Figure 1. Gate-type map (run 1).
Drawn at 3 px/um.
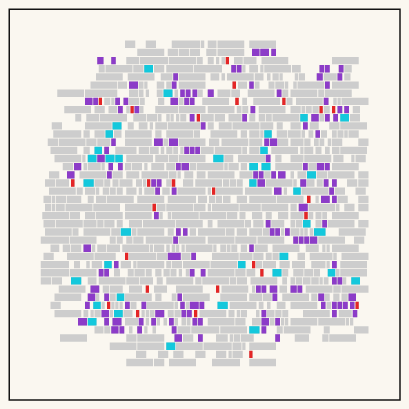
Figure 2. Clock wires, drivers and flops (run 1).
Drawn at 4 px/um.
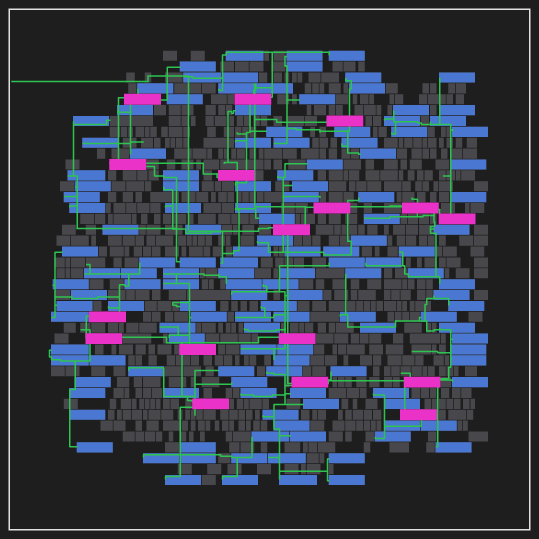
Figure 3. Wire density map (run 1).
Drawn at 3 px/um. The die is cut into 26 by 26 equal tiles; white is low, dark blue is high, scaled to the fullest tile. Values are wire area over tile area, all layers added.
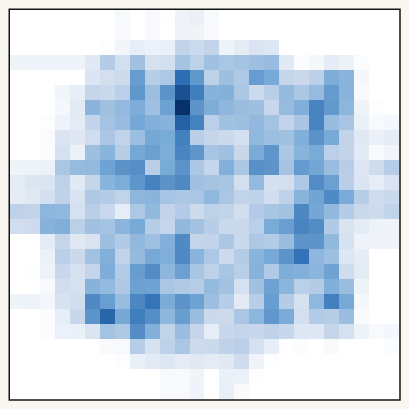
### config.mk
export PLATFORM = sky130hd
export DESIGN_NAME = multi_tacho_timer_flat
export DESIGN_NICKNAME = d
export VERILOG_FILES = /design/src/rtl/multi_tacho_timer_pkg.sv /design/src/rtl/multi_tacho_timer_if.sv /design/src/rtl/multi_tacho_timer_tacho_channel.sv /design/src/rtl/multi_tacho_timer.sv /design/src/flat_wrapper.sv
export SDC_FILE = /design/constraint.sdc
export NUM_CORES = 1
export LEC_CHECK = 0
export CORE_MARGIN = 10
export CORE_UTILIZATION = 65
export CTS_CLUSTER_SIZE = 10
export DETAILED_ROUTE_END_ITERATION = 8
export PLACE_DENSITY = 0.95
export SLEW_MARGIN = 20
export SYNTH_ARGS = -nofsm -noshare
export SYNTH_HDL_FRONTEND = slang
export SYNTH_SLANG_ARGS = --single-unit
### constraint.sdc
create_clock -name clk -period 4.2 [get_ports clk]
set_input_delay 0.42 -clock clk [delete_from_list [all_inputs] [get_ports clk]]
set_output_delay 0.42 -clock clk [all_outputs]
set_load 0.01 [all_outputs]
### src/rtl/multi_tacho_timer_pkg.sv
// Shared constants and helpers for the multi-channel fan tachometer.
package multi_tacho_timer_pkg;

   localparam int unsigned NUM_CH_DEF     = 4;
   localparam int unsigned CNT_W_DEF      = 8;
   localparam int unsigned AVG_LOG2_DEF   = 1;
   localparam int unsigned FILT_LEN_DEF   = 3;
   localparam int unsigned STALL_SECS_DEF = 3;
   localparam int unsigned ZS_W           = 4;

   typedef logic [ZS_W-1:0] zero_secs_t;

   // Saturating zero-second run length; any nonzero second restarts the run.
   function automatic zero_secs_t zs_next(input zero_secs_t zs, input logic is_zero);
      if (!is_zero) return '0;
      return (zs == '1) ? zs : zs + ZS_W'(1);
   endfunction

endpackage

### src/rtl/multi_tacho_timer_if.sv
// Gate, enable, tacho inputs and averaged/stall outputs of the tachometer.
interface multi_tacho_timer_if #(
   parameter int unsigned NUM_CH = 4,
   parameter int unsigned CNT_W  = 8
);
   logic                    one_hz;
   logic [NUM_CH-1:0]       ch_enable;
   logic [NUM_CH-1:0]       tacho;
   logic [NUM_CH*CNT_W-1:0] pulses_per_second;
   logic [NUM_CH-1:0]       stall;
   logic                    update;

   modport master (
      output one_hz, ch_enable, tacho,
      input  pulses_per_second, stall, update
   );

   modport slave (
      input  one_hz, ch_enable, tacho,
      output pulses_per_second, stall, update
   );
endinterface

### src/rtl/multi_tacho_timer_tacho_channel.sv
// One tacho channel: synchroniser, glitch filter, edge counter, averaging
// history and stall detection.
module tacho_channel
   import multi_tacho_timer_pkg::*;
#(
   parameter int unsigned CNT_W      = CNT_W_DEF,
   parameter int unsigned AVG_LOG2   = AVG_LOG2_DEF,
   parameter int unsigned FILT_LEN   = FILT_LEN_DEF,
   parameter int unsigned STALL_SECS = STALL_SECS_DEF
) (
   input  logic             clk,
   input  logic             reset,
   input  logic             one_hz,
   input  logic             enable,
   input  logic             tacho,
   output logic [CNT_W-1:0] pps,
   output logic             stall
);

   localparam int unsigned DEPTH = 1 << AVG_LOG2;
   localparam int unsigned SUM_W = CNT_W + AVG_LOG2;
   localparam int unsigned FC_W  = (FILT_LEN > 1) ? $clog2(FILT_LEN) : 1;
   localparam logic [CNT_W-1:0] CNT_MAX = '1;

   logic [1:0]                  sync;
   logic                        filt;
   logic [FC_W-1:0]             run_cnt;
   logic                        edge_pulse;
   logic [CNT_W-1:0]            count;
   logic [DEPTH-1:0][CNT_W-1:0] hist;
   zero_secs_t                  zero_secs;

   logic                        filt_flip_c;
   logic [SUM_W-1:0]            win_sum_c;
   zero_secs_t                  zs_nxt_c;

   assign filt_flip_c = (sync[1] != filt) && (run_cnt == FC_W'(FILT_LEN - 1));

   // Synchroniser presets idle-high like the filter so release never makes an edge.
   always_ff @(posedge clk or negedge reset) begin
      if (!reset) begin
         sync       <= 2'b11;
         filt       <= 1'b1;
         run_cnt    <= '0;
         edge_pulse <= 1'b0;
      end else begin
         sync       <= {sync[0], tacho};
         edge_pulse <= filt_flip_c && filt;
         if (filt_flip_c) begin
            filt    <= sync[1];
            run_cnt <= '0;
         end else if (sync[1] != filt) begin
            run_cnt <= run_cnt + FC_W'(1);
         end else begin
            run_cnt <= '0;
         end
      end
   end

   // Window sum as it will be after this gate's push: current count plus the newest DEPTH-1 entries.
   always_comb begin
      win_sum_c = SUM_W'(count);
      for (int unsigned i = 1; i < DEPTH; i++) begin
         win_sum_c = win_sum_c + SUM_W'(hist[i-1]);
      end
   end

   assign zs_nxt_c = zs_next(zero_secs, count == '0);

   always_ff @(posedge clk or negedge reset) begin
      if (!reset) begin
         count     <= '0;
         hist      <= '0;
         zero_secs <= '0;
         pps       <= '0;
         stall     <= 1'b0;
      end else if (!enable) begin
         count     <= '0;
         hist      <= '0;
         zero_secs <= '0;
         pps       <= '0;
         stall     <= 1'b0;
      end else if (one_hz) begin
         // An edge landing on the gate belongs to the new second.
         count   <= edge_pulse ? CNT_W'(1) : '0;
         hist[0] <= count;
         for (int unsigned i = 1; i < DEPTH; i++) begin
            hist[i] <= hist[i-1];
         end
         zero_secs <= zs_nxt_c;
         pps       <= CNT_W'(win_sum_c >> AVG_LOG2);
         stall     <= (zs_nxt_c >= ZS_W'(STALL_SECS));
      end else if (edge_pulse && (count != CNT_MAX)) begin
         count <= count + CNT_W'(1);
      end
   end

endmodule

### src/rtl/multi_tacho_timer.sv
// Multi-channel fan tachometer: per-channel averaged pulse rate and stall flag,
// refreshed once per one_hz gate.
module multi_tacho_timer
   import multi_tacho_timer_pkg::*;
#(
   parameter int unsigned NUM_CH     = NUM_CH_DEF,
   parameter int unsigned CNT_W      = CNT_W_DEF,
   parameter int unsigned AVG_LOG2   = AVG_LOG2_DEF,
   parameter int unsigned FILT_LEN   = FILT_LEN_DEF,
   parameter int unsigned STALL_SECS = STALL_SECS_DEF
) (
   input logic                clk,
   input logic                reset,
   multi_tacho_timer_if.slave bus
);

   logic [NUM_CH*CNT_W-1:0] pps;
   logic [NUM_CH-1:0]       stall;
   logic                    update;

   for (genvar c = 0; c < NUM_CH; c++) begin : g_ch
      tacho_channel #(
         .CNT_W      (CNT_W),
         .AVG_LOG2   (AVG_LOG2),
         .FILT_LEN   (FILT_LEN),
         .STALL_SECS (STALL_SECS)
      ) u_ch (
         .clk    (clk),
         .reset  (reset),
         .one_hz (bus.one_hz),
         .enable (bus.ch_enable[c]),
         .tacho  (bus.tacho[c]),
         .pps    (pps[c*CNT_W +: CNT_W]),
         .stall  (stall[c])
      );
   end

   // Strobe aligns with the channel outputs registered on the gate.
   always_ff @(posedge clk or negedge reset) begin
      if (!reset) update <= 1'b0;
      else        update <= bus.one_hz;
   end

   assign bus.pulses_per_second = pps;
   assign bus.stall             = stall;
   assign bus.update            = update;

endmodule
### src/flat_wrapper.sv
// flat-port wrapper written by rule: the top's interface ports become plain ports
module multi_tacho_timer_flat import multi_tacho_timer_pkg::*;
#(
   parameter int unsigned NUM_CH     = NUM_CH_DEF,
   parameter int unsigned CNT_W      = CNT_W_DEF,
   parameter int unsigned AVG_LOG2   = AVG_LOG2_DEF,
   parameter int unsigned FILT_LEN   = FILT_LEN_DEF,
   parameter int unsigned STALL_SECS = STALL_SECS_DEF
)
  (clk, reset, bus_one_hz, bus_ch_enable, bus_tacho, bus_pulses_per_second, bus_stall, bus_update);
  multi_tacho_timer_if #(.NUM_CH(NUM_CH), .CNT_W(CNT_W)) bus_i ();
  input logic clk;
  input logic reset;
  input wire logic [$bits(bus_i.one_hz)-1:0] bus_one_hz;
  input wire logic [$bits(bus_i.ch_enable)-1:0] bus_ch_enable;
  input wire logic [$bits(bus_i.tacho)-1:0] bus_tacho;
  output wire logic [$bits(bus_i.pulses_per_second)-1:0] bus_pulses_per_second;
  output wire logic [$bits(bus_i.stall)-1:0] bus_stall;
  output wire logic [$bits(bus_i.update)-1:0] bus_update;
  assign bus_i.one_hz = bus_one_hz;
  assign bus_i.ch_enable = bus_ch_enable;
  assign bus_i.tacho = bus_tacho;
  assign bus_pulses_per_second = bus_i.pulses_per_second;
  assign bus_stall = bus_i.stall;
  assign bus_update = bus_i.update;
  multi_tacho_timer #(.NUM_CH(NUM_CH), .CNT_W(CNT_W), .AVG_LOG2(AVG_LOG2), .FILT_LEN(FILT_LEN), .STALL_SECS(STALL_SECS)) u_core (.clk(clk), .reset(reset), .bus(bus_i));
endmodule
==> run_results.csv, run 1 <==
group,metric,value,unit
placement,dpl_worst_slack,1.654,ns
final_timing,fin_ws,1.977,ns
critical_path,critPathLaunchType,"register",
final_timing,max_slew_margin,39.51,%
final_timing,fmax,449.8,MHz
layout,combGateArea,0.004058,mm2
final_timing,totalNegativeSetupSlack,0,ns
route,ant_nets,0,
floorplan,std_cell_rows,40,
power,cell_internal_pwr,2.616,mW
cts,clk_pin_slew,0.06,ns
synth,post_synth_inst_count,783,
cts,clk_path_buf_depth,2,
global_route,grt_max_degree,117,
cts,cts-buffers-inserted,17,
critical_path,depth_of_the_worst_register_to_register_path,5,
final_timing,grt_setup_unrepaired,"false",
final_timing,layout_worst_path_cycle_share,52.93,%
placement,dp.cells,952,
synth,ys_seq_share,45.26,%
critical_path,reg2reg_capture_point,"u_core.g_ch[1].u_ch.count[3]$_DFFE_PN0P_",
power,power.switching,906.7,uW
placement,area_after_detailed_placement,0.008374,mm2
floorplan,ioPinCount,48,
synth,common_cells,"sky130_fd_sc_hd__dfrtp_1 (129), sky130_fd_sc_hd__a21oi_1 (75), sky130_fd_sc_hd__nand2_1 (54), sky130_fd_sc_hd__nor2_1 (50), sky130_fd_sc_hd__ha_1 (44)",
critical_path,worst-endpoint-arrival,2.54,ns
global_route,first_pass_grt_wire_length,32.60,mm
placement,placement.io_buffers,47,
final_timing,clock-skew-final,0.01187,ns
power,power.sequential.fraction,44.5,%
route,drt_iter0_drc,700,
synth,most_common_cell,"sky130_fd_sc_hd__dfrtp_1",
global_route,grt_util_met2,41.48,%
synth,synth_flop_count,141,
global_route,antenna_found_initial,0,
final_timing,final-max-slew-violation-count,0,
route,drc,0,
synth,synth-main-ff-cell,"sky130_fd_sc_hd__dfrtp_1",
critical_path,cp_num_cells,5,
synth,fa_ha_area_share,8.055,%
status,outcome,"finished, final reports clean",
floorplan,floorplan_utilization,65.72,%
placement,place.detailed.hpwl,12.08,mm
layout,drive_gt1_share,7.049,%
min_path,hold_path.class,"in -> async",
final_timing,final-setup-viol-count,0,
run,log.warning_count,32,
route,via_per_inst,6.553,
cts,holdBufCountCts,0,
route,detailroute.wirelength.met3,1.381,mm
final_timing,worst_slew_pin_slew,0.9074,ns
synth,edf_count,0,
run,max-cap-violations,0,
power,ir_worst_vdd,0.3433,mV
floorplan,chipHeight,129.7,um
power,power-per-cell-area,392.3,mW/mm2
synth,synthesis_warning_total,0,
critical_path,critPathMaxFanout,7,
route,routed_met1_length,7.653,mm
cts,cts_tree,"yes",
layout,reg_top3,"u_core.g_ch.u_ch.count x32, u_core.g_ch.u_ch.hist x32, u_core.g_ch.u_ch.pps x32",
cts,worst_skew_pair.late_latency,0.42,ns
critical_path,crit_buf_inv,0,
power,power.share.clock,43.8,%
synth,synth.cellmix.xorXnorShare,2.797,%
synth,ys_sh_simple,20.09,%
critical_path,timing_worst_setup_path_type,"reg -> reg",
layout,areaGrowthSynthToFinish,14.70,%
critical_path,timing.reg2reg.setup_slack,1.98,ns
critical_path,timing.critical_path.to,"u_core.g_ch[1].u_ch.count[3]$_DFFE_PN0P_",
## Picture notes: Figure 1
legend:
  inv cells:
    colour: red
    cells: 26
    most_used: inv_1
  non-inverting ao/oa cells:
    colour: cyan
    cells: 36
    most_used: a211o_1
  aoi and oai cells:
    colour: purple
    cells: 154
    most_used: a21oi_1
Comb area share: 45.19%
final non-filler cell total: 984
highest-count logic cell in the final layout: sky130_fd_sc_hd__dfrtp_1

## Picture notes: Figure 2
legend:
  clock-net drivers:
    colour: magenta
    count: 17
  clock wires:
    colour: green
    length: 1760 um
  flip-flops:
    colour: blue
    count: 141
flops lie: spread over the die
routed clock nets: 18

## Picture notes: Figure 3
emptiest ninth of the die: north-west
nearly empty tiles: 27%
fullest tile: 0.80
mean over tiles: 0.19
total vias in the final route: 6448
global-route usage over all layers: 23.87%
mean routed wirelength per cell: 19.64 um
routed wire length: 19.32 mm

-- run 1: cell usage in the layout (no fill, tap or decap), types with 5 or more instances in the layout --
cell and instances:
sky130_fd_sc_hd__o211ai_1 8, sky130_fd_sc_hd__clkbuf_16 17, sky130_fd_sc_hd__nand2_1 54, sky130_fd_sc_hd__ha_1 44, sky130_fd_sc_hd__o21a_1 5, sky130_fd_sc_hd__a21oi_1 75, sky130_fd_sc_hd__nand3b_1 9, sky130_fd_sc_hd__clkdlybuf4s50_1 45
sky130_fd_sc_hd__or3_1 12, sky130_fd_sc_hd__dfrtp_1 129, sky130_fd_sc_hd__and3_1 11, sky130_fd_sc_hd__o21ai_0 29, sky130_fd_sc_hd__a31oi_1 6, sky130_fd_sc_hd__xor2_1 16, sky130_fd_sc_hd__nor2b_1 43, sky130_fd_sc_hd__nand4b_1 6
sky130_fd_sc_hd__nor3_1 7, sky130_fd_sc_hd__o211a_1 6, sky130_fd_sc_hd__nand2b_1 9, sky130_fd_sc_hd__o2111ai_1 5, sky130_fd_sc_hd__a21boi_0 6, sky130_fd_sc_hd__o21ai_1 10, sky130_fd_sc_hd__inv_1 26, sky130_fd_sc_hd__a211o_1 11
sky130_fd_sc_hd__and2_1 7, sky130_fd_sc_hd__nand3_1 25, sky130_fd_sc_hd__dfstp_2 12, sky130_fd_sc_hd__mux2i_1 40, sky130_fd_sc_hd__xnor2_1 9, sky130_fd_sc_hd__a21o_1 9, sky130_fd_sc_hd__nor2_1 50, sky130_fd_sc_hd__nand4_1 23
-- run 1: area by class of cell --
type	instances	area share (%)
well taps	147	2.048
repair buffers	50	5.504
clock buffers	21	5.127
clock inverters	11	1.588
flip-flops and latches	141	39.46
multi-input cells	588	45.19
inverters	26	1.087
==> inputs of run 2 (changes only) <==
--- a/config.mk
+++ b/config.mk
@@ -6,10 +6,10 @@
 export NUM_CORES = 1
 export LEC_CHECK = 0
 export CORE_MARGIN = 10
-export CORE_UTILIZATION = 65
+export CORE_UTILIZATION = 54
 export CTS_CLUSTER_SIZE = 10
 export DETAILED_ROUTE_END_ITERATION = 8
-export PLACE_DENSITY = 0.95
+export PLACE_DENSITY = 0.86
 export SLEW_MARGIN = 20
 export SYNTH_ARGS = -nofsm -noshare
 export SYNTH_HDL_FRONTEND = slang
==> constraint.sdc (replaced) <==
create_clock -name clk -period 1.87 [get_ports clk]
set_input_delay 0.187 -clock clk [delete_from_list [all_inputs] [get_ports clk]]
set_output_delay 0.187 -clock clk [all_outputs]
set_load 0.01 [all_outputs]
==> run 2 against run 1 <==
Sequential share of layout area decreased by 2.7 points. Global-route usage decreased by 5.8 points. Clock-buffer cell count rose by 5. Clock power increased by 130%. Critical path type unchanged. Largest cell class unchanged. Combinational power is 140% higher. Largest power group is now the clock network. Cell count up 10%. The run now ends with setup timing left. Final area rose by 7.6%.
==> run_results.csv, run 2 <==
group,metric,value,unit
status,outcome,"complete, but fails checks",
status,failed_checks,"setup timing",
floorplan,die_area,0.01971,mm2
final_timing,max_slew_margin,66.13,%
placement,dp.cells,1035,
critical_path,crit_buf_inv,0,
layout,highest_count_logic_cell_in_the_final_layout,"sky130_fd_sc_hd__dfrtp_1",
global_route,grt_busiest_layer,"met2",
global_route,grt_max_degree,51,
placement,area_after_detailed_placement,0.008835,mm2
critical_path,cpMaxStageDelayCell,"sky130_fd_sc_hd__dfrtp_2",
cts,cts_root_buf,"sky130_fd_sc_hd__clkbuf_16",
final_timing,fin_worst_hold_slack,0.1585,ns
min_path,hold_path.class,"in -> reg",
power,power-per-cell-area,827.2,mW/mm2
route,finalWirelength,18.17,mm
cts,holdBufCountCts,1,
power,comb_power_share,12.4,%
synth,edf_count,0,
power,power,7.990,mW
synth,synthesis_warning_total,0,
route,routed_met1_length,8.106,mm
placement,dpl_worst_slack,-0.06770,ns
floorplan,floorplan_utilization,55.75,%
floorplan,chipHeight,140.4,um
synth,ys_seq_share,45.26,%
floorplan,die_x,140.4,um
final_timing,clock-skew-final,0.01212,ns
run,max-cap-violations,0,
global_route,gr-usage-met1,22.59,%
synth,fa_ha_area_share,8.055,%
placement,place.detailed.hpwl,12.15,mm
route,avgRoutedWirePerCell,16.79,um
critical_path,critPathMaxFanout,3,
route,ant_nets,0,
synth,most_common_cell,"sky130_fd_sc_hd__dfrtp_1",
synth,yosys.area_share.aoi,15.20,%
floorplan,std_cell_rows,43,
cts,cts-buffers-inserted,17,
layout,final_cell_count_no_fill,1082,
synth,synth_flop_count,141,
route,drt_iter0_drc,407,
synth,common_cells,"sky130_fd_sc_hd__dfrtp_1 (129), sky130_fd_sc_hd__a21oi_1 (75), sky130_fd_sc_hd__nand2_1 (54), sky130_fd_sc_hd__nor2_1 (50), sky130_fd_sc_hd__ha_1 (44)",
power,power.switching_fraction,24.77,%
cts,clk_path_buf_depth,2,
power,cell_internal_pwr,6.011,mW
synth,ys_sh_simple,20.09,%
global_route,grt_use_total,18.07,%
critical_path,end_kind,"register",
power,cellLeakagePower,4.490,nW
run,log.warning_count,32,
power,power.share.clock,44.0,%
synth,synth-main-ff-cell,"sky130_fd_sc_hd__dfrtp_1",
layout,fin_util,68.79,%
layout,reg_top3,"u_core.g_ch.u_ch.count x32, u_core.g_ch.u_ch.hist x32, u_core.g_ch.u_ch.pps x32",
critical_path,critPathLaunchType,"register",
final_timing,grt_setup_unrepaired,"true",
layout,nets,948,
final_timing,worst_slew_pin_slew,0.5080,ns
layout,final_cell_mix,"sky130_fd_sc_hd__dfrtp_1 (125), sky130_fd_sc_hd__a21oi_1 (69), sky130_fd_sc_hd__buf_4 (64), sky130_fd_sc_hd__nand2_1 (54), sky130_fd_sc_hd__nor2_1 (50)",
route,vias,6449,
critical_path,timing_worst_setup_path_type,"reg -> reg",
final_timing,fmax,525.8,MHz
synth,muxShareOfSynthArea,5.690,%
critical_path,worst-endpoint-arrival,2.27,ns
synth,fp_nets,842,
route,drc,0,
global_route,grt_util_met2,29.56,%
route,via_per_inst,5.960,
global_route,first_pass_grt_wire_length,30.05,mm
power,power.switching,1.979,mW
final_timing,totalNegativeSetupSlack,-0.03172,ns
cts,cts_htree_levels,4,
power,ir_worst_vdd,0.6391,mV
route,top_signal_layer_used,"met4",
critical_path,cpPeakStageDelay,0.40,ns
cts,clk_pin_slew,0.06,ns
final_timing,fin_ws,-0.03172,ns
layout,areaGrowthSynthToFinish,23.38,%
cts,cts_tree,"yes",
layout,drive_gt1_share,16.30,%
final_timing,timing.final.hold_violations,0,
global_route,antenna_found_initial,0,
route,detailroute.wirelength.met3,968,um
cts,worst_skew_pair.late_latency,0.43,ns
final_timing,final-max-slew-violation-count,0,
final_timing,layout_worst_path_cycle_share,101.7,%
layout,number_of_inserted_diodes,0,
global_route,gr_met3_demand_resource,4.598,%
final_timing,final-setup-viol-count,1,
cts,tritoncts_num_sinks,141,
synth,post_synth_inst_count,783,
power,power.sequential.fraction,43.6,%
synth,synth.cellmix.xorXnorShare,2.797,%
run 2: area by class of cell:
| cell class | count | area (um2) |
|---|---|---|
| tap | 180 | 225.2 |
| clock buffer | 26 | 499.2 |
| multi-input combinational | 588 | 4158 |
| clock inverter | 6 | 107.6 |
| fill | 990 | 4383 |
| timing repair buffer | 115 | 1023 |
| inverter | 26 | 97.59 |
| sequential | 141 | 3548 |
run 2: power by group through the flow:
stage / Clock [mW] / Combinational, mW / Sequential, mW
2_1_floorplan: 0 / 0.648 / 3.50
3_3_place_gp: 0 / 0.922 / 3.52
3_5_place_dp: 0 / 0.955 / 3.54
4_1_cts: 3.55 / 0.982 / 3.48
5_1_grt: 3.68 / 1.12 / 3.51
6_report: 3.52 / 0.989 / 3.48
run 2: final timing paths:
| path | start | end | slack, ns | cells past startpoint |
|---|---|---|---|---|
| min reg2reg | u_core.g_ch[2].u_ch.sync[0]$_DFF_PN1_ | u_core.g_ch[2].u_ch.sync[1]$_DFF_PN1_ | 0.35 | 0 |
| max reg2reg | u_core.g_ch[0].u_ch.count[0]$_DFFE_PN0P_ | u_core.g_ch[0].u_ch.pps[5]$_DFFE_PN0P_ | -0.03 | 6 |
| min in group asynchronous | reset | u_core.g_ch[0].u_ch.stall$_DFFE_PN0P_ | 0.27 | 2 |
| min | bus_tacho[0] | u_core.g_ch[0].u_ch.sync[0]$_DFF_PN1_ | 0.16 | 1 |
| max | u_core.g_ch[0].u_ch.count[0]$_DFFE_PN0P_ | u_core.g_ch[0].u_ch.pps[5]$_DFFE_PN0P_ | -0.03 | 6 |
| max in group asynchronous | reset | u_core.g_ch[3].u_ch.sync[0]$_DFF_PN1_ | 0.85 | 3 |
Figure 4. Port wiring (run 2).
Drawn at 3 px/um.
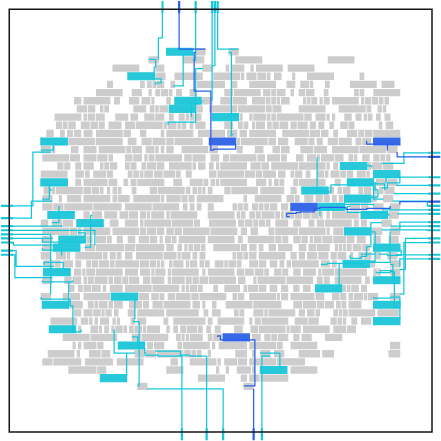
legend:
  `bus_stall`:
    colour: blue
    bits: 4
    direction: output
    edge: 2 east, 1 south, 1 north
    end_cells: 4
    buffers: 4
    wire: 195 um
  `bus_pulses_per_second`:
    colour: cyan
    bits: 32
    direction: output
    edge: 14 east, 9 west, 5 north, 4 south
    end_cells: 32
    buffers: 32
    wire: 1240 um
number of top-level design ports: 48
PortBufs: 47

Power figures rest on the tool's default switching activity, not on a simulated workload.
